--- config.mk ---
export PLATFORM = sky130hd
export DESIGN_NAME = pipe_stage_elastic
export DESIGN_NICKNAME = d
export VERILOG_FILES = /design/src/rtl/pipe_pkg.sv /design/src/rtl/pipe_sat_counter.sv /design/src/rtl/pipe_stage_elastic.sv
export SDC_FILE = /design/constraint.sdc
export NUM_CORES = 1
export LEC_CHECK = 0
export CELL_PAD_IN_SITES_DETAIL_PLACEMENT = 0
export CELL_PAD_IN_SITES_GLOBAL_PLACEMENT = 1
export CORE_MARGIN = 2
export CORE_UTILIZATION = 41
export CTS_CLUSTER_SIZE = 8
export DETAILED_ROUTE_END_ITERATION = 7
export PLACE_DENSITY = 0.91
export SLEW_MARGIN = 10
export SYNTH_ARGS = -nofsm -noshare
export SYNTH_HDL_FRONTEND = slang
export SYNTH_SLANG_ARGS = --single-unit
--- constraint.sdc ---
create_clock -name clock -period 2 [get_ports clock]
set_input_delay 0.3 -clock clock [delete_from_list [all_inputs] [get_ports clock]]
set_output_delay 0.3 -clock clock [all_outputs]
set_load 0.02 [all_outputs]
--- src/rtl/pipe_pkg.sv ---
`default_nettype none
// ---------------------------------------------------------------------------
// pipe_pkg : shared state type and default packed widths for elastic stages
// Rev 1.0
// ---------------------------------------------------------------------------
package pipe_pkg;

  typedef enum logic [1:0] {
    PS_EMPTY = 2'd0,
    PS_ONE   = 2'd1,
    PS_TWO   = 2'd2
  } pipe_state_t;

  localparam int RV_XLEN    = 32;
  localparam int VEC_W      = 128;
  localparam int RD_W       = 6;
  // ALU result bus ++ write data bus; instr word + rd + enables/selectors
  localparam int DEF_DATA_W = 2 * VEC_W;
  localparam int DEF_CTRL_W = RV_XLEN + RD_W + 10;

endpackage
`default_nettype wire

--- src/rtl/pipe_sat_counter.sv ---
`default_nettype none
// ---------------------------------------------------------------------------
// pipe_sat_counter : saturating event counter with synchronous clear
// Rev 1.0
// ---------------------------------------------------------------------------
module pipe_sat_counter
  import pipe_pkg::*;
#(
  parameter int CNT_W = 16
) (
  input  logic             clock,
  input  logic             async_reset,
  input  logic             inc,
  input  logic             clr,
  output logic [CNT_W-1:0] count
);

  localparam logic [CNT_W-1:0] C_MAX = {CNT_W{1'b1}};

  logic [CNT_W-1:0] r_count;

  // clear takes precedence over a same-cycle increment
  always_ff @(posedge clock or negedge async_reset) begin
    if (!async_reset) begin
      r_count <= '0;
    end else if (clr) begin
      r_count <= '0;
    end else if (inc && (r_count != C_MAX)) begin
      r_count <= r_count + CNT_W'(1);
    end
  end

  assign count = r_count;

endmodule
`default_nettype wire

--- src/rtl/pipe_stage_elastic.sv ---
`default_nettype none
// ---------------------------------------------------------------------------
// pipe_stage_elastic : valid/ready pipeline stage with 2-entry skid buffer,
//                      control-zeroing flush and saturating stall counter
// Rev 1.0
// ---------------------------------------------------------------------------
module pipe_stage_elastic
  import pipe_pkg::*;
#(
  parameter int DATA_W = DEF_DATA_W,
  parameter int CTRL_W = DEF_CTRL_W,
  parameter int CNT_W  = 16
) (
  input  logic              clock,
  input  logic              async_reset,
  input  logic              sync_reset,
  input  logic              in_valid,
  output logic              in_ready,
  input  logic [CTRL_W-1:0] in_ctrl,
  input  logic [DATA_W-1:0] in_data,
  output logic              out_valid,
  input  logic              out_ready,
  output logic [CTRL_W-1:0] out_ctrl,
  output logic [DATA_W-1:0] out_data,
  output logic [1:0]        occupancy,
  output logic [CNT_W-1:0]  stall_count,
  input  logic              clr_stats
);

  pipe_state_t       r_state, w_state_nxt;
  logic              r_in_ready, w_in_ready_nxt;
  logic [CTRL_W-1:0] r_main_ctrl, r_skid_ctrl, w_main_ctrl_nxt, w_skid_ctrl_nxt;
  logic [DATA_W-1:0] r_main_data, r_skid_data, w_main_data_nxt, w_skid_data_nxt;
  logic              w_out_valid, w_push, w_pop;

  assign w_out_valid = (r_state != PS_EMPTY);
  assign w_push      = in_valid & r_in_ready;
  assign w_pop       = w_out_valid & out_ready;

  always_comb begin
    w_state_nxt     = r_state;
    w_main_ctrl_nxt = r_main_ctrl;
    w_main_data_nxt = r_main_data;
    w_skid_ctrl_nxt = r_skid_ctrl;
    w_skid_data_nxt = r_skid_data;
    if (!sync_reset) begin
      // flush drops any same-cycle push; data fields keep their last value
      w_state_nxt     = PS_EMPTY;
      w_main_ctrl_nxt = '0;
      w_skid_ctrl_nxt = '0;
    end else begin
      case (r_state)
        PS_EMPTY: begin
          if (w_push) begin
            w_state_nxt     = PS_ONE;
            w_main_ctrl_nxt = in_ctrl;
            w_main_data_nxt = in_data;
          end
        end
        PS_ONE: begin
          if (w_push && w_pop) begin
            w_main_ctrl_nxt = in_ctrl;
            w_main_data_nxt = in_data;
          end else if (w_push) begin
            w_state_nxt     = PS_TWO;
            w_skid_ctrl_nxt = in_ctrl;
            w_skid_data_nxt = in_data;
          end else if (w_pop) begin
            w_state_nxt     = PS_EMPTY;
            w_main_ctrl_nxt = '0;
          end
        end
        PS_TWO: begin
          if (w_pop) begin
            w_state_nxt     = PS_ONE;
            w_main_ctrl_nxt = r_skid_ctrl;
            w_main_data_nxt = r_skid_data;
            w_skid_ctrl_nxt = '0;
          end
        end
        default: begin
          w_state_nxt     = PS_EMPTY;
          w_main_ctrl_nxt = '0;
          w_skid_ctrl_nxt = '0;
        end
      endcase
    end
    w_in_ready_nxt = (w_state_nxt != PS_TWO);
  end

  always_ff @(posedge clock or negedge async_reset) begin
    if (!async_reset) begin
      r_state     <= PS_EMPTY;
      r_in_ready  <= 1'b0;
      r_main_ctrl <= '0;
      r_main_data <= '0;
      r_skid_ctrl <= '0;
      r_skid_data <= '0;
    end else begin
      r_state     <= w_state_nxt;
      r_in_ready  <= w_in_ready_nxt;
      r_main_ctrl <= w_main_ctrl_nxt;
      r_main_data <= w_main_data_nxt;
      r_skid_ctrl <= w_skid_ctrl_nxt;
      r_skid_data <= w_skid_data_nxt;
    end
  end

  pipe_sat_counter #(
    .CNT_W (CNT_W)
  ) u_stall_cnt (
    .clock       (clock),
    .async_reset (async_reset),
    .inc         (w_out_valid & ~out_ready),
    .clr         (clr_stats),
    .count       (stall_count)
  );

  assign in_ready  = r_in_ready;
  assign out_valid = w_out_valid;
  assign out_ctrl  = r_main_ctrl;
  assign out_data  = r_main_data;
  assign occupancy = r_state;

endmodule
`default_nettype wire

**Run 1: metal 1**

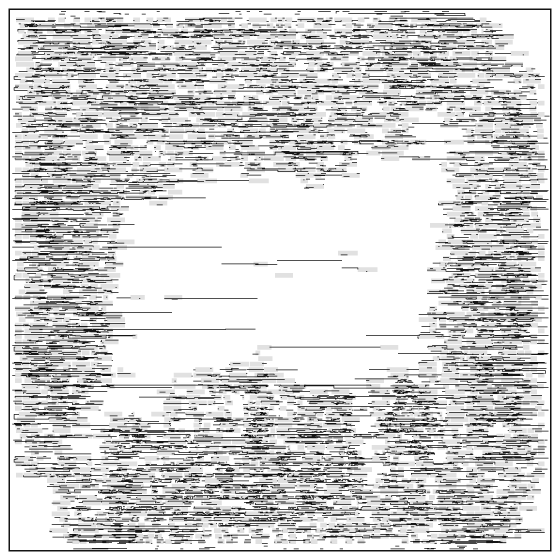
nets with wire on the layer	2683
main direction	horizontal
wire length on this layer	30.7 mm
share of all routed wire	39%
met1 Use GR: 25.4%
vias: 18500
final wirelength: 78500 um

**Run 1: metal 2**

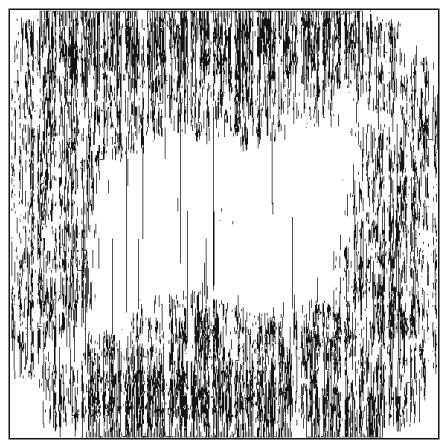
longest straight run	114 um
share of all routed wire	51%
main direction	vertical
nets with wire on the layer	2810
wire length on this layer	40.4 mm
GR Util met2: 37.9%

==> flow_summary_export.csv, run 1 <==
group,metric,value,unit
floorplan,std_cell_rows,95,
setup_path,end_kind,"flip-flop",
clock_network,clockRootBuffer,"clkbuf_16",
synth,mux_area_share,33.5,%
setup_path,worst-path-stages,7,
placed_design,hpwl,54400,um
power_and_ir_drop,peakVddDrop,0.000695,V
sta,min_period,2000,ps
sta,finalSetupViolCount,1,
sta,rsz0062_at_grt,"true",
placed_design,post-place-ws,-378,ps
final_layout,clkCellAreaFrac,6.07,%
power_and_ir_drop,p_leak,16.6,nW
setup_path,path_delay_family,"buffers and inverters",
clock_network,clk_latency,620,ps
setup_path,crit_required,2500,ps
sta,worst_slack,-0.886,ps
power_and_ir_drop,total_power,0.0403,W
detailed_routing,met1_length,30700,um
detailed_routing,wl_met3,3660,um
power_and_ir_drop,pg_seq,0.0172,W
detailed_routing,via_per_inst,5.26,
detailed_routing,route.detailed.drc,0,
synth,synth_dominant_cell_count,"mux2_2",
synth,topCellsByArea,"dfrtp_1 56%, mux2_2 28%, buf_6 2.3%",
job,maxCapViolCount,0,
final_layout,diodes,16,
final_layout,syn_to_final_growth,39.9,%
synth,ff_type,"dfrtp_1",
final_layout,drive_gt1_share,38.1,%
final_layout,layout_top_cell,"mux2_2",
setup_path,r2r-end,"out_data[42]$_DFFE_PN0P_",
synth,top_cell_area_share,56.3,%
power_and_ir_drop,p_int,0.0290,W
power_and_ir_drop,power_frac_seq,42.7,%
setup_path,slowest_delay,400,ps
synth,fp_nets,2177,
final_layout,seq_cell_count,627,
synth,top_area_cell,"dfrtp_1",
clock_network,cts_tree,"done",
synth,ys_seq_share,56.3,%
final_layout,finalNonFillerCells,3524,
sta,relSlewSlack,48.2,%
synth,ys_sh_xor,0,%
setup_path,start_kind,"flip-flop",
floorplan,die_height,265,um
sta,fin_crit_sh,100,%
synth,ys_cells,1866,
synth,ys_ff,627,
job,warnings,28,
power_and_ir_drop,p_comb_share,24.5,%
clock_network,htree_levels,3,
synth,synthesis.instances,1866,
final_layout,nMultiInputCombCells,1067,
final_layout,largest_class,"sequential cells",
outcome,status,"complete, but fails checks",
floorplan,die_w,265,um
sta,worst_pin_slew,776,ps
setup_path,r2r_setup_slack,-0.9,ps
power_and_ir_drop,switching_share,28.0,%
global_route,grt_pass1_wl,120000,um
power_and_ir_drop,power.group.top,"sequential cells",
synth,syn_avg_cell_area,14.9,sq um
synth,ys_types,48,
placed_design,gp_congestion,0.867,
floorplan,pin_count,634,
detailed_routing,drt_iter0_drc,1064,
synth,ys_top_cells_by_count,"692 x mux2_2, 627 x dfrtp_1, 57 x nand2_1",
global_route,grt.overflow.total,0,
placed_design,post_dp_cell_area,35800,sq um
global_route,grt_max_degree,81,
synth,yosys_warnings,0,
synth,synthAdderAreaFrac,0.0449,%
sta,fin_hold_ws,202,ps
synth,synth-compound-area-share,3.59,%
power_and_ir_drop,p_sw,0.0113,W
outcome,violations,"negative setup slack",
synth,edf_count,0,
final_layout,clock_buffers,92,
setup_path,slowest_stage,"dfrtp_2",
detailed_routing,ant_nets,0,
floorplan,coreArea,67200,sq um
setup_path,ff2ff_path_depth,7,
power_and_ir_drop,p_clk,0.0132,W
final_layout,seq_share,40.3,%
placed_design,port_buffers,633,
final_layout,final_cell_area,39000,sq um
final_layout,inverters,54,
setup_path,worstPathArrival,2500,ps
final_layout,final_cell_mix,"667 x mux2_2, 625 x dfrtp_1, 599 x clkdlybuf4s50_1, 97 x clkbuf_16, 79 x buf_4",
**Run 1: metal 4**

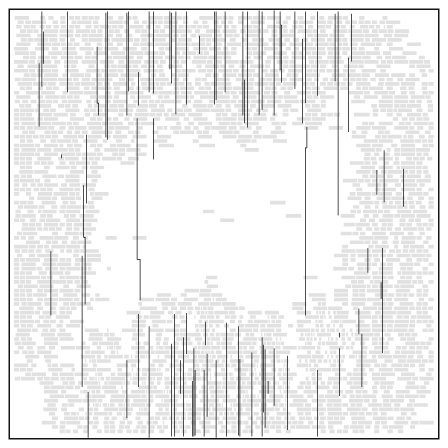
wire length on this layer	3770 um
share of all routed wire	4.8%
longest straight run	126 um
main direction	vertical

**Run 1: routing congestion map**

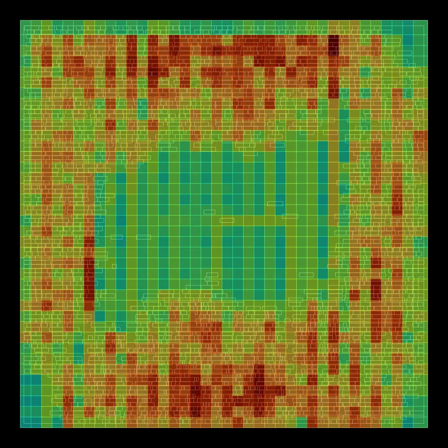
Final Util: 58.0%
Most Crowded Layer GR: met2
Overall Global Routing Usage: 21.8%
Avg WL per Cell: 22.3 um

==> run 2: changes to the inputs <==
- SLEW_MARGIN: 10 -> 40
**Run 2: metal 4**

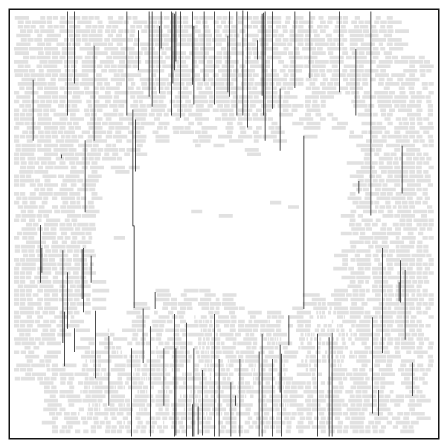
main direction	vertical
wire length on this layer	3930 um
nets with wire on the layer	69
final wirelength: 77400 um
vias: 18500

==> flow_summary_export.csv, run 2 <==
group,metric,value,unit
outcome,status,"finished, final reports clean",
synth,synthesis.instances,1866,
global_route,use_met1,25.1,%
detailed_routing,wl_met3,3870,um
final_layout,final_util,58.0,%
detailed_routing,ant_nets,0,
synth,fp_nets,2177,
synth,topCellsByArea,"dfrtp_1 56%, mux2_2 28%, buf_6 2.3%",
setup_path,worstPathArrival,2480,ps
sta,fin_crit_sh,99.9,%
setup_path,slowest_stage,"dfrtp_2",
sta,fin_hold_ws,206,ps
final_layout,inverters,54,
synth,synth-compound-area-share,3.59,%
final_layout,seq_cell_count,627,
floorplan,die_height,265,um
clock_network,htree_levels,3,
job,warnings,27,
global_route,grt.overflow.total,0,
power_and_ir_drop,switching_share,27.7,%
job,maxCapViolCount,0,
setup_path,ff2ff_path_depth,7,
setup_path,end_kind,"flip-flop",
setup_path,r2r_setup_slack,2,ps
sta,hold_viol_final,0,
power_and_ir_drop,total_power,0.0408,W
synth,ys_cells,1866,
power_and_ir_drop,p_sw,0.0113,W
power_and_ir_drop,power.group.top,"sequential cells",
detailed_routing,routed.top_layer,"met5",
clock_network,cts_tree,"done",
synth,synth_dominant_cell_count,"mux2_2",
synth,ys_sh_xor,0,%
final_layout,largest_class,"sequential cells",
sta,finalSetupViolCount,0,
final_layout,nMultiInputCombCells,1066,
detailed_routing,met1_length,29700,um
hold_path,hold_class,"in -> async",
final_layout,layout_top_cell,"mux2_2",
synth,ys_ff,627,
detailed_routing,wl_per_cell,22.0,um
synth,syn_avg_cell_area,14.9,sq um
setup_path,start_kind,"flip-flop",
global_route,grtUsageTotal,21.7,%
synth,top_cell_area_share,56.3,%
synth,synthAdderAreaFrac,0.0449,%
placed_design,gp_congestion,0.867,
detailed_routing,route.detailed.drc,0,
synth,mux_area_share,33.5,%
floorplan,std_cell_rows,95,
setup_path,path_delay_family,"flip-flops",
synth,edf_count,0,
final_layout,final_cell_area,38900,sq um
sta,worst_pin_slew,533,ps
power_and_ir_drop,pg_seq,0.0172,W
setup_path,crit_type,"reg -> reg",
final_layout,drive_gt1_share,38.5,%
setup_path,worst-path-stages,7,
floorplan,pin_count,634,
sta,min_period,2000,ps
floorplan,die_w,265,um
placed_design,post-place-ws,-363,ps
placed_design,port_buffers,633,
sta,worst_slack,2.16,ps
final_layout,clock_buffers,91,
placed_design,place_inst,3381,
power_and_ir_drop,clock_power_share,33.4,%
sta,rsz0062_at_grt,"true",
synth,yosys_warnings,0,
detailed_routing,via_per_inst,5.25,
synth,ys_top_cells_by_count,"692 x mux2_2, 627 x dfrtp_1, 57 x nand2_1",
setup_path,crit_required,2490,ps
power_and_ir_drop,peakVddDrop,0.000711,V
power_and_ir_drop,p_clk,0.0136,W
power_and_ir_drop,p_comb_share,24.3,%
global_route,grt_pass1_wl,119000,um
clock_network,clk_latency,610,ps
power_and_ir_drop,power_frac_seq,42.2,%
placed_design,post_dp_cell_area,35900,sq um
final_layout,syn_to_final_growth,39.8,%
final_layout,final_cell_mix,"677 x mux2_2, 625 x dfrtp_1, 595 x clkdlybuf4s50_1, 93 x clkbuf_16, 80 x buf_4",
placed_design,hpwl,54700,um
synth,top_area_cell,"dfrtp_1",
global_route,grt-busiest-layer,"met2",
power_and_ir_drop,p_int,0.0295,W
synth,ys_seq_share,56.3,%
synth,ff_type,"dfrtp_1",
power_and_ir_drop,p_leak,16.6,nW
global_route,use_met2,37.6,%
global_route,grtUsageMet3,4.31,%
final_layout,clkCellAreaFrac,6.33,%
detailed_routing,drt_iter0_drc,965,
setup_path,r2r-end,"out_data[54]$_DFFE_PN0P_",
setup_path,crit_end,"out_data[54]$_DFFE_PN0P_",
final_layout,diodes,20,
sta,relSlewSlack,64.5,%
floorplan,coreArea,67200,sq um
final_layout,finalNonFillerCells,3524,
global_route,grt_max_degree,81,
